### Power grid, run 1

Scale bar: 20 um. Pins as bars on the die edge. Tap cells in gray.
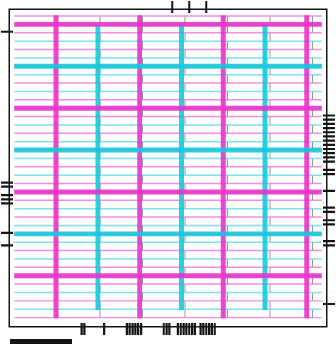
### Placed cells, one color a class, run 1

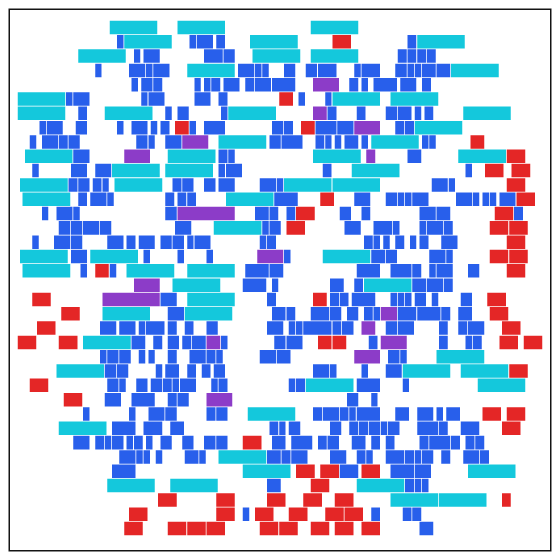
### Clock distribution, run 1

Scale bar: 20 um.
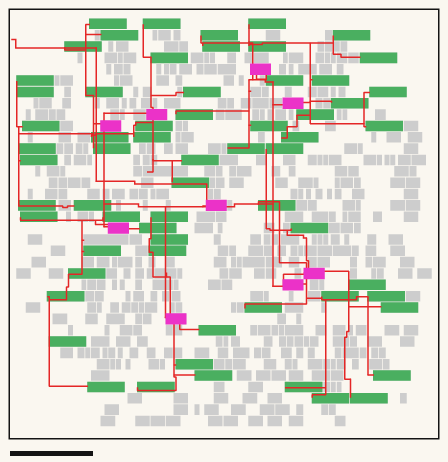
### Metal layers overlaid, run 1

Scale bar: 20 um. Two of the layers only.
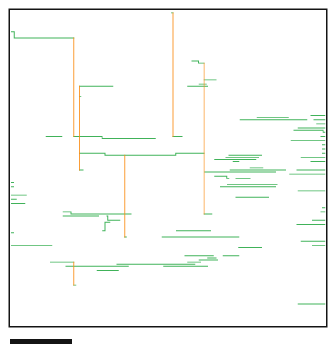
--- src/rtl/time_set_ctrl.sv ---
// rtl/time_set_ctrl.sv - time-setting edit FSM with wrap-around fields, blink and idle timeout
module time_set_ctrl #(
    parameter logic [25:0] BLINK_MAX    = 26'd24_999_999,
    parameter logic [7:0]  TIMEOUT_HALF = 8'd20
) (
    input  logic       clk,
    input  logic       rst_n,
    input  logic       key_mode,
    input  logic       key_inc,
    input  logic       key_dec,
    input  logic [7:0] s_dec,
    input  logic [7:0] m_dec,
    input  logic [7:0] h_dec,
    output logic [7:0] set_s,
    output logic [7:0] set_m,
    output logic [7:0] set_h,
    output logic       load,
    output logic [1:0] edit_sel,
    output logic       blink,
    output logic       busy
);

    typedef enum logic [1:0] {
        IDLE   = 2'd0,
        EDIT_H = 2'd1,
        EDIT_M = 2'd2,
        EDIT_S = 2'd3
    } state_t;

    localparam logic [7:0] MAX_H  = 8'd23;
    localparam logic [7:0] MAX_MS = 8'd59;

    state_t      state;
    state_t      state_nx;
    logic [25:0] blink_cnt;
    logic [7:0]  to_cnt;
    logic        any_key;
    logic        half_done;
    logic        timeout;
    logic        commit;
    logic        step_up;
    logic        step_dn;

    function automatic logic [7:0] wrap_inc(input logic [7:0] v, input logic [7:0] max);
        return (v >= max) ? 8'd0 : v + 8'd1;
    endfunction

    function automatic logic [7:0] wrap_dec(input logic [7:0] v, input logic [7:0] max);
        return (v == 8'd0 || v > max) ? max : v - 8'd1;
    endfunction

    function automatic logic [7:0] clamp(input logic [7:0] v, input logic [7:0] max);
        return (v > max) ? 8'd0 : v;
    endfunction

    assign any_key   = key_mode | key_inc | key_dec;
    assign half_done = (state != IDLE) && (blink_cnt == BLINK_MAX);
    // A key on the same edge as the last half-period keeps the edit alive.
    assign timeout   = half_done && !any_key && (to_cnt >= TIMEOUT_HALF - 8'd1);

    always_comb begin
        state_nx = state;
        commit   = 1'b0;
        step_up  = 1'b0;
        step_dn  = 1'b0;
        case (state)
            IDLE: begin
                if (key_mode) state_nx = EDIT_H;
            end
            EDIT_H, EDIT_M, EDIT_S: begin
                if (timeout) begin
                    state_nx = IDLE;
                end else if (key_mode) begin
                    case (state)
                        EDIT_H:  state_nx = EDIT_M;
                        EDIT_M:  state_nx = EDIT_S;
                        default: begin
                            state_nx = IDLE;
                            commit   = 1'b1;
                        end
                    endcase
                end else begin
                    step_up = key_inc & ~key_dec;
                    step_dn = key_dec & ~key_inc;
                end
            end
            default: state_nx = IDLE;
        endcase
    end

    always_ff @(posedge clk or negedge rst_n) begin
        if (!rst_n) begin
            state    <= IDLE;
            edit_sel <= 2'd0;
            busy     <= 1'b0;
            load     <= 1'b0;
        end else begin
            state    <= state_nx;
            edit_sel <= state_nx;
            busy     <= (state_nx != IDLE);
            load     <= commit;
        end
    end

    always_ff @(posedge clk or negedge rst_n) begin
        if (!rst_n) begin
            blink_cnt <= 26'd0;
            blink     <= 1'b0;
            to_cnt    <= 8'd0;
        end else if (state == IDLE || state_nx == IDLE) begin
            blink_cnt <= 26'd0;
            blink     <= 1'b0;
            to_cnt    <= 8'd0;
        end else begin
            if (half_done) begin
                blink_cnt <= 26'd0;
                blink     <= ~blink;
            end else begin
                blink_cnt <= blink_cnt + 26'd1;
            end
            if (any_key)        to_cnt <= 8'd0;
            else if (half_done) to_cnt <= to_cnt + 8'd1;
        end
    end

    always_ff @(posedge clk or negedge rst_n) begin
        if (!rst_n) begin
            set_h <= 8'd0;
            set_m <= 8'd0;
            set_s <= 8'd0;
        end else if (state == IDLE) begin
            if (key_mode) begin
                set_h <= clamp(h_dec, MAX_H);
                set_m <= clamp(m_dec, MAX_MS);
                set_s <= clamp(s_dec, MAX_MS);
            end
        end else if (step_up) begin
            case (state)
                EDIT_H:  set_h <= wrap_inc(set_h, MAX_H);
                EDIT_M:  set_m <= wrap_inc(set_m, MAX_MS);
                default: set_s <= wrap_inc(set_s, MAX_MS);
            endcase
        end else if (step_dn) begin
            case (state)
                EDIT_H:  set_h <= wrap_dec(set_h, MAX_H);
                EDIT_M:  set_m <= wrap_dec(set_m, MAX_MS);
                default: set_s <= wrap_dec(set_s, MAX_MS);
            endcase
        end
    end

endmodule

--- config.mk ---
export PLATFORM = sky130hd
export DESIGN_NAME = time_set_ctrl
export DESIGN_NICKNAME = d
export VERILOG_FILES = /design/src/rtl/time_set_ctrl.sv
export SDC_FILE = /design/constraint.sdc
export NUM_CORES = 1
export LEC_CHECK = 0
export CORE_UTILIZATION = 40
export DETAILED_ROUTE_END_ITERATION = 16
export SETUP_SLACK_MARGIN = 0.3
export SLEW_MARGIN = 10
export SYNTH_ARGS = -nofsm -noshare
export SYNTH_HDL_FRONTEND = slang
export SYNTH_SLANG_ARGS = --single-unit
export TNS_END_PERCENT = 30
--- constraint.sdc ---
create_clock -name clk -period 3.2 [get_ports clk]
set_input_delay 0.32 -clock clk [delete_from_list [all_inputs] [get_ports clk]]
set_output_delay 0.32 -clock clk [all_outputs]
set_load 0.01 [all_outputs]
==> impl_metrics.csv, run 1 <==
group,metric,value,unit
yosys,synth-edff-count,0,
yosys,async_flop_share,100,%
worst_setup_path,setup.worst_path.start_class,"register",
route,drc,0,
yosys,ff_type,"dfrtp_1",
yosys,netlist_area,0.00405,sq mm
worst_setup_path,path_cells,"inv_1 > ha_1 > or4b_1 > a31o_2 > a31oi_1 > a21oi_1 > o31a_1",
final_timing,slew_viol_final,0,
yosys,avgSynthCellArea,8.59,sq um
worst_setup_path,crit_buf_inv,1,
clock_network,htree_levels,3,
placement,port_buffers,57,
route,num_vias,3831,
route,ant_nets,0,
worst_setup_path,crit_slowest_cell,"or4b_1",
flow_run,maxCapViolations,0,
hold_path,hp-class,"primary input to async pin",
yosys,ys.flops,63,
global_route,grt_pass1_wl,18100,um
global_route,grt_pass1_vias,3602,
clock_network,cts_buffers,9,
floorplanning,dieWidth,103,um
final_timing,setup_ws,0.597,ns
outcome,status,"completed",
final_timing,worst_slew_pin_slew,0.905,ns
placement,place.detailed.hpwl,7880,um
power_and_ir_drop,cellPowerDensity,752,mW/mm^2
route,drt_iter0_markers,162,
layout,layout_top_cell,"dfrtp_1",
global_route,grt_start_max_net_pins,39,
final_timing,max_freq,0.384,GHz
clock_network,cts_sinks,63,
route,routedWlPerCell,16.6,um
worst_setup_path,reg2reg_slack,0.60,ns
final_timing,skew,0.0119,ns
placement,gp_congestion,0.903,
clock_network,clkTransAtPathRegs,0.09,ns
final_timing,setup_viol,0,
floorplanning,fp_util,41.4,%
final_timing,rsz0062_at_grt,"false",
power_and_ir_drop,leakagePower,2.06,nW
layout,num_antenna_cells,0,
final_timing,maxSlewHeadroom,39.7,%
worst_setup_path,arrival,2.85,ns
clock_network,clk_path_buf_depth,2,
flow_run,tool_warnings,34,
final_timing,hold_viol_final,0,
yosys,ys_area,0.00405,sq mm
floorplanning,rows,36,
clock_network,cts_tree,"done",
layout,layout_top_cells,"dfrtp_1 (63), clkdlybuf4s50_1 (56), nor2_1 (52), nand2_1 (36), a21oi_1 (30)",
power_and_ir_drop,ir_drop,0.000355,V
worst_setup_path,critPathRequiredTime,3.44,ns
yosys,ys_seq_share,38.9,%
worst_setup_path,slowest_delay,0.87,ns
global_route,grt_remaining_overflow,0,
layout,nets,568,
global_route,antenna_found_initial,0,
final_timing,min_period,2.60,ns
route,dr.pass1.iters,4,
floorplanning,core,0.00977,sq mm
floorplanning,fp.dieH,103,um
final_timing,finalClockPeriodUsage,81.3,%
yosys,synth_cell_types,61,
final_timing,setup_tns,0,ns
worst_setup_path,critPathCaptureType,"register",
floorplanning,num_io_pins,58,
floorplanning,die_area,0.0105,sq mm
yosys,syn-num-nets,514,
worst_setup_path,crit_fanout,14,
placement,pre_cts_ws,0.496,ns
route,wl,11000,um
layout,fillCellCount,957,
global_route,grt_usage,22.4,%
worst_setup_path,cp_top_family,"simple AND/OR/NAND/NOR gates",
route,viasPerCell,5.78,
yosys,ys_warn_count,0,
clock_network,cts-root-buf,"clkbuf_8",
layout,drive_gt1_share,6.98,%
-- 'Power grid' (at the start) --
VDD: drawn in cyan. VSS: drawn in magenta.
37 met1 rails follow the rows. 7 straps on met5. 133 tap cells.

-- 'Placed cells, one color a class' (at the start) --
flip-flops: drawn in cyan, cells 63. other buffers and delay cells: drawn in red, cells 66. clock drivers and dummy loads: drawn in purple, cells 16. all other logic: drawn in blue, cells 385.

-- 'Clock distribution' (at the start) --
flip-flops: drawn in green, count 63. cells driving clock nets: drawn in magenta, count 9. clock wires: drawn in red, length 1020 um.
There are 10 routed clock nets. Position of the flops: spread over the die.

-- 'Metal layers overlaid' (at the start) --
met4: drawn in orange, wire length 182 um. met3: drawn in green, wire length 636 um.

==> run 1: routing by layer <==
layer | global-route usage (%) | part of all wire (%)
met4 | 8.02 | 1.7
met1 | 30.7 | 45
met5 | 0 | 0
met3 | 3.73 | 5.8
met2 | 35.5 | 47
==> run 1: sequential cells by signal, summed over array words and instances (netlist names) <==
register / count
blink_cnt: 26
set_h: 8
set_m: 8
set_s: 8
to_cnt: 8
state: 2
blink: 1
busy: 1
load: 1
==> run 1: area by class of cell <==
cell class	count	area, sq um	area share [%]
multi-input combinational	366	2320	46.6
sequential	63	1580	31.6
timing repair buffer	66	633	12.7
tap	133	166	3.33
clock buffer	9	124	2.48
clock inverter	7	96.3	1.93
inverter	19	71.3	1.43
==> run 1: worst paths after layout <==
path | start | to | cells past startpoint
worst max register to register | state[0] | set_s[3] | 7
worst min register to register | blink_cnt[0] | blink_cnt[0] | 1
worst min-delay path | rst_n | set_h[2] | 1
max in group asynchronous | rst_n | blink_cnt[17] | 2
min in group clk | blink_cnt[0] | blink_cnt[0] | 1
worst max-delay path | state[0] | set_s[3] | 7
==> run 1: repair_timing <==
action                     4_1_cts  5_1_grt
hold buffers                     0        0
resized                          0        1
setup endpoints to repair        0        1
==> run 1: synthesized netlist by cell type, types with 4 or more instances <==
cell type / count / share of area (%)
xor2_1: 26 / 5.6
nor4_1: 7 / 1.1
a21oi_1: 30 / 3.7
or3_1: 5 / 0.77
inv_1: 18 / 1.7
nand2_1: 36 / 3.3
ha_1: 14 / 4.3
a311oi_1: 6 / 1.3
and4_1: 4 / 0.87
nand4_1: 12 / 1.9
xnor2_1: 8 / 1.7
clkbuf_1: 22 / 2.0
nor4b_1: 4 / 0.87
and2_1: 5 / 0.77
nor3_1: 15 / 1.9
o21ai_0: 19 / 2.3
nand3_1: 28 / 3.5
a31oi_1: 9 / 1.4
a211oi_1: 5 / 0.93
o211ai_1: 4 / 0.74
dfrtp_1: 63 / 39
and3_1: 13 / 2.0
nor2_1: 52 / 4.8
o31ai_1: 5 / 0.93
==> run 1: where the power goes <==
group	leakage (nW)	internal [mW]	switching, mW
clock	0.102	0.440	0.360
sequential	0.836	0.938	0.295
combinational	1.12	0.776	0.946
==> run 1: cell families after synthesis <==
group,count (synthesis),share of synthesized area [%]
AND/OR/NAND/NOR,203,26.0
AND-OR/OR-AND,112,18.7
flip-flops,63,38.9
buffers and inverters,42,3.93
XOR/XNOR,34,7.36
adder cells (fa/ha/maj),14,4.33
multiplexers,3,0.742
==> run 1: through the flow <==
| step | util (%) | hold slack [ns] | instances | area, sq um | power [mW] |
|---|---|---|---|---|---|
| after floorplan | - | 0.0244 | 471 | 4050 | 2.30 |
| after global routing | 51.1 | 0.164 | 663 | 4990 | 4.02 |
| final | 51.1 | 0.0748 | 663 | 4990 | 3.75 |
| after CTS | 51.0 | 0.103 | 663 | 4990 | 3.76 |
| after detailed placement | 48.8 | 0.498 | 647 | 4770 | 2.95 |
| after global placement | 48.8 | 0.503 | 647 | 4770 | 2.93 |
==> run 2: changes to the inputs <==
==> constraint.sdc (replaced) <==
create_clock -name clk -period 2.45 [get_ports clk]
set_input_delay 0.245 -clock clk [delete_from_list [all_inputs] [get_ports clk]]
set_output_delay 0.245 -clock clk [all_outputs]
set_load 0.01 [all_outputs]
==> run 2 against run 1 <==
Effect of this change: register-to-register slack lost 0.24 ns; utilization is 3.0 points higher; synthesized cell count unchanged; worst setup slack worse by 0.24 ns; sequential share of layout area shrank 1.7 points; hold slack better by 0.34 ns.
==> impl_metrics.csv, run 2 <==
group,metric,value,unit
outcome,status,"completed",
route,route.met3.wl,563,um
floorplanning,num_io_pins,58,
hold_path,hp-class,"primary input to async pin",
final_timing,setup_tns,0,ns
route,wl,11300,um
final_timing,rsz0062_at_grt,"true",
route,drt_iter0_markers,153,
layout,layout_top_cell,"dfrtp_1",
yosys,async_flop_share,100,%
layout,largest_reg_flops,26,
power_and_ir_drop,clkPwrFrac,16.1,%
flow_run,maxCapViolations,0,
global_route,grt_start_max_net_pins,26,
yosys,ys.flops,63,
final_timing,maxSlewHeadroom,62.4,%
route,drt-met1-wl,5250,um
power_and_ir_drop,p_switching,2.15,mW
yosys,top_cells_by_count,"dfrtp_1 (63), nor2_1 (52), nand2_1 (36)",
global_route,grt_pass1_wl,18200,um
final_timing,setup_ws,0.353,ns
yosys,ys_warn_count,0,
clock_network,clkTransAtPathRegs,0.08,ns
power_and_ir_drop,cellPowerDensity,949,mW/mm^2
power_and_ir_drop,p_total,5.02,mW
route,routedWlPerCell,16.3,um
clock_network,htree_levels,3,
clock_network,cts_buffers,9,
final_timing,skew,0.00960,ns
placement,dp.cells,666,
yosys,netlist_area,0.00405,sq mm
route,route.met2.wl,5340,um
power_and_ir_drop,switching_share,42.9,%
yosys,yosysTopAreaCell,"dfrtp_1",
floorplanning,fp_util,41.4,%
clock_network,clk_path_buf_depth,2,
global_route,grt_usage,22.3,%
route,num_vias,3930,
yosys,synth-edff-count,0,
final_timing,finalClockPeriodUsage,85.6,%
layout,final_cells,691,
route,drc,0,
floorplanning,die_area,0.0105,sq mm
worst_setup_path,reg2reg_slack,0.35,ns
yosys,ff_type,"dfrtp_1",
yosys,syn-num-nets,514,
worst_setup_path,path_cells,"inv_2 > ha_4 > or4b_4 > buf_4 > nor3_1 > a211oi_1 > a311oi_1",
route,viasPerCell,5.69,
yosys,ys_seq_share,38.9,%
worst_setup_path,r2r_cells,7,
final_timing,max_freq,0.477,GHz
power_and_ir_drop,pwr-share-comb,53.1,%
power_and_ir_drop,p_int,2.87,mW
layout,nets,597,
final_timing,worst_slew_pin_slew,0.563,ns
placement,port_buffers,57,
final_timing,slew_viol_final,0,
final_timing,setup_viol,0,
layout,num_antenna_cells,0,
route,dr.pass1.iters,5,
clock_network,cts_tree,"done",
route,topRoutingLayerUsed,"met4",
route,ant_nets,0,
layout,top_register,"blink_cnt",
placement,pre_cts_ws,0.132,ns
yosys,synth.area.top_cells,"dfrtp_1 (39%), xor2_1 (5.6%), nor2_1 (4.8%)",
yosys,yosysMostFrequentCell,"dfrtp_1",
run 2: how the worst max path moves through the flow:
| stage | startpoint | to | slack (ns) |
|---|---|---|---|
| after global placement | key_inc | set_h[0] | 0.15 |
| after floorplan | blink_cnt[0] | blink_cnt[16] | 0.29 |
| after detailed placement | key_mode | set_m[7] | 0.13 |
| after CTS | state[0] | set_m[7] | 0.22 |
| final | state[0] | set_s[4] | 0.35 |
| after global routing | state[0] | set_h[0] | 0.26 |
run 2: per-layer routing:
metal / global-route usage (%) / vias up
met2: 35.7 / 99
met4: 6.15 / 0
met3: 6.17 / 12
met1: 29.7 / 1921
met5: 0 / -
li1: - / 1898
run 2: worst max-delay path: cells and delay by family, from the launching register on:
| kind | cells | cell delay, ns |
|---|---|---|
| flip-flops | 1 | 0.41 |
| buffers and inverters | 2 | 0.25 |
| AND/OR/NAND/NOR | 2 | 0.78 |
| AND-OR/OR-AND | 2 | 0.34 |
| adder cells (fa/ha/maj) | 1 | 0.21 |
run 2: cells by family after synthesis:
family / after synthesis / share of synthesized area, %
xor+xnor: 34 / 7.36
fa+ha+maj: 14 / 4.33
flops: 63 / 38.9
buf+inv: 42 / 3.93
mux: 3 / 0.742
compound gates: 112 / 18.7
simple gates: 203 / 26.0
run 2: power groups by stage:
stage	clock (mW)	combinational (mW)	sequential, mW
2_1_floorplan	0	1.55	1.49
3_3_place_gp	0	2.49	1.56
3_5_place_dp	0	2.51	1.55
4_1_cts	0.832	2.56	1.53
5_1_grt	0.872	2.94	1.58
6_report	0.811	2.67	1.54
run 2: timing repair:
action                                 CTS  global route
endpoints found under the hold margin   20             0
pin swaps                                0             4
resized                                  4            15
setup endpoints to repair               16            51
cloned                                   0             0
setup buffers                            1             8
hold buffers                             1             0
run 2: final cells by class:
| class | count | area (sq um) |
|---|---|---|
| clock buffer | 11 | 141 |
| clock inverter | 4 | 22.5 |
| fill | 903 | 4490 |
| inverter | 19 | 71.3 |
| multi-input combinational | 366 | 2440 |
| sequential | 63 | 1580 |
| tap | 133 | 166 |
| timing repair buffer | 95 | 866 |
run 2: per-stage QoR:
step                      area (sq um)  utilization [%]
after floorplan                   4080                -
after global placement            4940             50.6
after detailed placement          4940             50.6
after CTS                         5140             52.6
after global routing              5290             54.1
final                             5290             54.1
### Power grid, run 2

Scale bar: 20 um. Pins as bars on the die edge. Tap cells in gray.
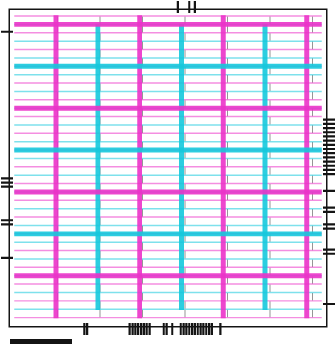
VSS: drawn in magenta. VDD: drawn in cyan.
133 tap cells. The core has 36 rows. 7 straps on met4. 37 met1 rails follow the rows.

### Placed cells, one color a class, run 2

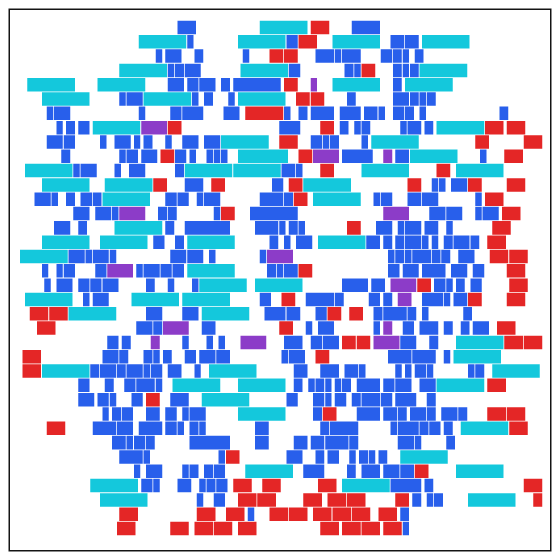
flip-flops: drawn in cyan, cells 63. all other logic: drawn in blue, cells 385. other buffers and delay cells: drawn in red, cells 95. clock drivers and dummy loads: drawn in purple, cells 15.

==> run 3: changes to the inputs <==
--- a/config.mk
+++ b/config.mk
@@ -7,6 +7,7 @@
 export LEC_CHECK = 0
 export CORE_UTILIZATION = 40
 export DETAILED_ROUTE_END_ITERATION = 16
+export MAX_ROUTING_LAYER = met4
 export SETUP_SLACK_MARGIN = 0.3
 export SLEW_MARGIN = 10
 export SYNTH_ARGS = -nofsm -noshare
==> run 3 against run 2 <==
Effect of this change: synthesized cell count unchanged; sequential cell count unchanged; routed wire length increased by 0.35%; die area unchanged; global-route usage increased by 0.52 points; cell count increased by 1.0%; clock skew increased by 0.0067 ns; critical endpoint is now to_cnt[6]; clock power increased by 31%; register-to-register slack got worse by 0.02 ns; clock-buffer cell count decreased by 1; highest routed layer unchanged.
==> impl_metrics.csv, run 3 <==
group,metric,value,unit
final_timing,rsz0062_at_grt,"true",
route,ant_nets,0,
final_timing,hold_viol_final,0,
power_and_ir_drop,leakagePower,2.27,nW
layout,fin_util,55.2,%
layout,largest_reg_flops,26,
final_timing,slew_viol_final,0,
layout,drive_gt1_share,15.8,%
global_route,grt_pass1_vias,3651,
worst_setup_path,critPathCaptureType,"register",
yosys,syn-instance-count,471,
clock_network,clock_latency,0.35,ns
floorplanning,core,0.00977,sq mm
final_timing,finalClockPeriodUsage,86.5,%
worst_setup_path,critPathKind,"register to register",
layout,top_register,"blink_cnt",
final_timing,skew,0.0163,ns
route,drc,0,
global_route,grt_pass1_wl,18100,um
power_and_ir_drop,ir_drop,0.000502,V
yosys,synth_cell_types,61,
final_timing,setup_viol,0,
yosys,syn-num-nets,514,
layout,num_antenna_cells,0,
worst_setup_path,r2r_cells,7,
placement,gp_congestion,0.903,
placement,place.detailed.hpwl,7990,um
clock_network,cts_tree,"done",
layout,flop_area,0.00158,sq mm
clock_network,cts_buffers,9,
worst_setup_path,arrival,2.41,ns
final_timing,min_period,2.12,ns
placement,port_buffers,57,
worst_setup_path,r2r-end,"to_cnt[6]",
yosys,netlist.area_leader.share,38.9,%
route,num_vias,3917,
clock_network,htree_levels,3,
global_route,grt_remaining_overflow,0,
route,viasPerCell,5.61,
yosys,netlist_area,0.00405,sq mm
final_timing,worst_slew_pin_slew,0.561,ns
final_timing,max_freq,0.472,GHz
floorplanning,fp.dieH,103,um
flow_run,tool_warnings,37,
yosys,ys_seq_share,38.9,%
worst_setup_path,reg2reg_slack,0.33,ns
yosys,ys_area,0.00405,sq mm
final_timing,maxSlewHeadroom,62.3,%
global_route,grt_usage,22.9,%
clock_network,cts-root-buf,"clkbuf_8",
outcome,status,"completed",
clock_network,clkTransAtPathRegs,0.08,ns
hold_path,hp-class,"primary input to async pin",
global_route,antenna_found_initial,0,
floorplanning,fp_util,41.4,%
global_route,grt_start_max_net_pins,26,
layout,combGateArea,0.00243,sq mm
yosys,async_flop_share,100,%
layout,layout-area-overhead-vs-synth,33.2,%
yosys,ys.flops,63,
yosys,avgSynthCellArea,8.59,sq um
power_and_ir_drop,cellPowerDensity,977,mW/mm^2
final_timing,setup_tns,0,ns
route,wl,11300,um
route,routedWlPerCell,16.2,um
yosys,ff_type,"dfrtp_1",
floorplanning,dieWidth,103,um
route,dr.pass1.iters,4,
flow_run,maxCapViolations,0,
final_timing,worst_hold_slack,0.413,ns
layout,fillCellCount,918,
worst_setup_path,critPathRequiredTime,2.74,ns
yosys,top_cells_by_count,"dfrtp_1 (63), nor2_1 (52), nand2_1 (36)",
worst_setup_path,r2r-start,"state[0]",
yosys,synth_stat.cells,471,
yosys,synth-edff-count,0,
yosys,ys_warn_count,0,
worst_setup_path,crit_fanout,11,
layout,nets,603,
yosys,yosysMostFrequentCell,"dfrtp_1",
clock_network,clk_path_buf_depth,2,
route,drt_iter0_markers,138,
yosys,synth.area.top_cells,"dfrtp_1 (39%), xor2_1 (5.6%), nor2_1 (4.8%)",
yosys,yosysTopAreaCell,"dfrtp_1",
layout,layout_top_cell,"dfrtp_1",
floorplanning,num_io_pins,58,
floorplanning,rows,36,
floorplanning,die_area,0.0105,sq mm
clock_network,cts_sinks,63,
worst_setup_path,setup.worst_path.start_class,"register",
layout,layout_top_cells,"dfrtp_1 (62), clkdlybuf4s50_1 (56), nor2_1 (52), buf_4 (42), nand2_1 (36)",
run 3: cells by family after synthesis:
logic type               synth area share [%]
multiplexers                            0.742
buffers and inverters                    3.93
AND-OR/OR-AND                            18.7
XOR/XNOR                                 7.36
flip-flops                               38.9
AND/OR/NAND/NOR                          26.0
adder cells (fa/ha/maj)                  4.33
run 3: worst max-delay path by stage:
stage	start	to	slack, ns	depth (start not counted)
after global routing	state[1]	set_s[3]	0.25	8
after CTS	state[0]	set_s[3]	0.27	8
after detailed placement	key_mode	set_m[7]	0.11	6
final	state[0]	to_cnt[6]	0.33	7
after global placement	key_mode	set_m[7]	0.15	6
after floorplan	blink_cnt[0]	blink_cnt[16]	0.29	8
run 3: final cells by class:
type | count | area share [%]
multi-input combinational | 366 | 45.2
sequential | 63 | 29.3
timing repair buffer | 101 | 16.9
tap | 133 | 3.09
clock buffer | 10 | 2.55
clock inverter | 6 | 1.72
inverter | 19 | 1.32
run 3: critical path: stages (launching register included):
cell,delay (ns)
dfrtp_2,0.41
inv_2,0.07
ha_4,0.22
nor4b_4,0.29
nand3_2,0.14
or3_4,0.39
or4_4,0.42
a21oi_2,0.12
run 3: repair_timing:
action                                  CTS  global route
hold buffers                              1             0
setup buffers                             0            14
endpoints found under the hold margin    19             0
gates resized                             3            16
endpoints found under the setup margin    9            27
pin swaps                                 0             5
run 3: routing by layer:
| layer | GRT usage (%) | routed length, um | vias to the layer above |
|---|---|---|---|
| met4 | 5.71 | 81 | 0 |
| met5 | - | 0 | - |
| met2 | 35.4 | 5280 | 99 |
| met3 | 4.61 | 538 | 9 |
| li1 | - | - | 1912 |
| met1 | 30.6 | 5420 | 1897 |
run 3: power by group:
group	switching, mW	total, mW	internal [mW]
sequential	0.309	1.54	1.23
combinational	1.41	2.67	1.26
clock	0.458	1.06	0.606
run 3: through the flow:
stage	setup WS, ns	instance area (sq um)	power [mW]	instances
3_5_place_dp	0.115	4950	4.08	667
6_report	0.330	5390	5.27	698
3_3_place_gp	0.149	4950	4.06	667
4_1_cts	0.268	5210	5.16	684
5_1_grt	0.254	5390	5.63	698
2_1_floorplan	0.287	4080	3.04	471
### Clock distribution, run 3

Scale bar: 20 um.
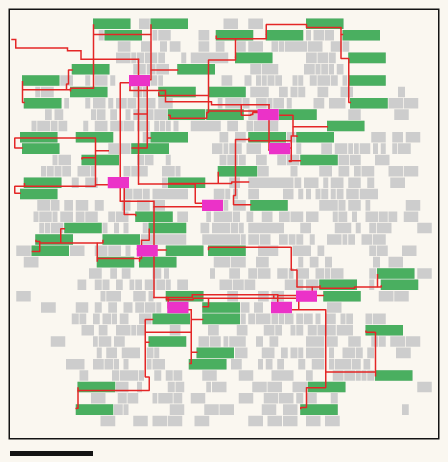
flip-flops: drawn in green, count 63. cells driving clock nets: drawn in magenta, count 9. clock wires: drawn in red, length 953 um.
Position of the flops: spread over the die.

### Power grid, run 3

Scale bar: 20 um. Pins as bars on the die edge. Tap cells in gray.
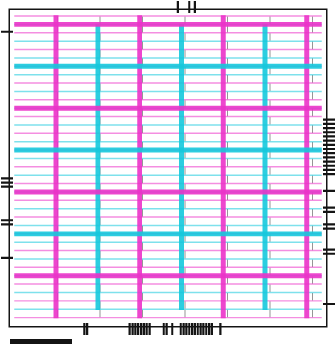
VSS: drawn in magenta. VDD: drawn in cyan.
The core has 36 rows. 7 straps on met5. 58 signal pins sit on the boundary. 7 straps on met4. 37 met1 rails follow the rows.

No activity file was given, so power comes from the tool's default toggle rates.
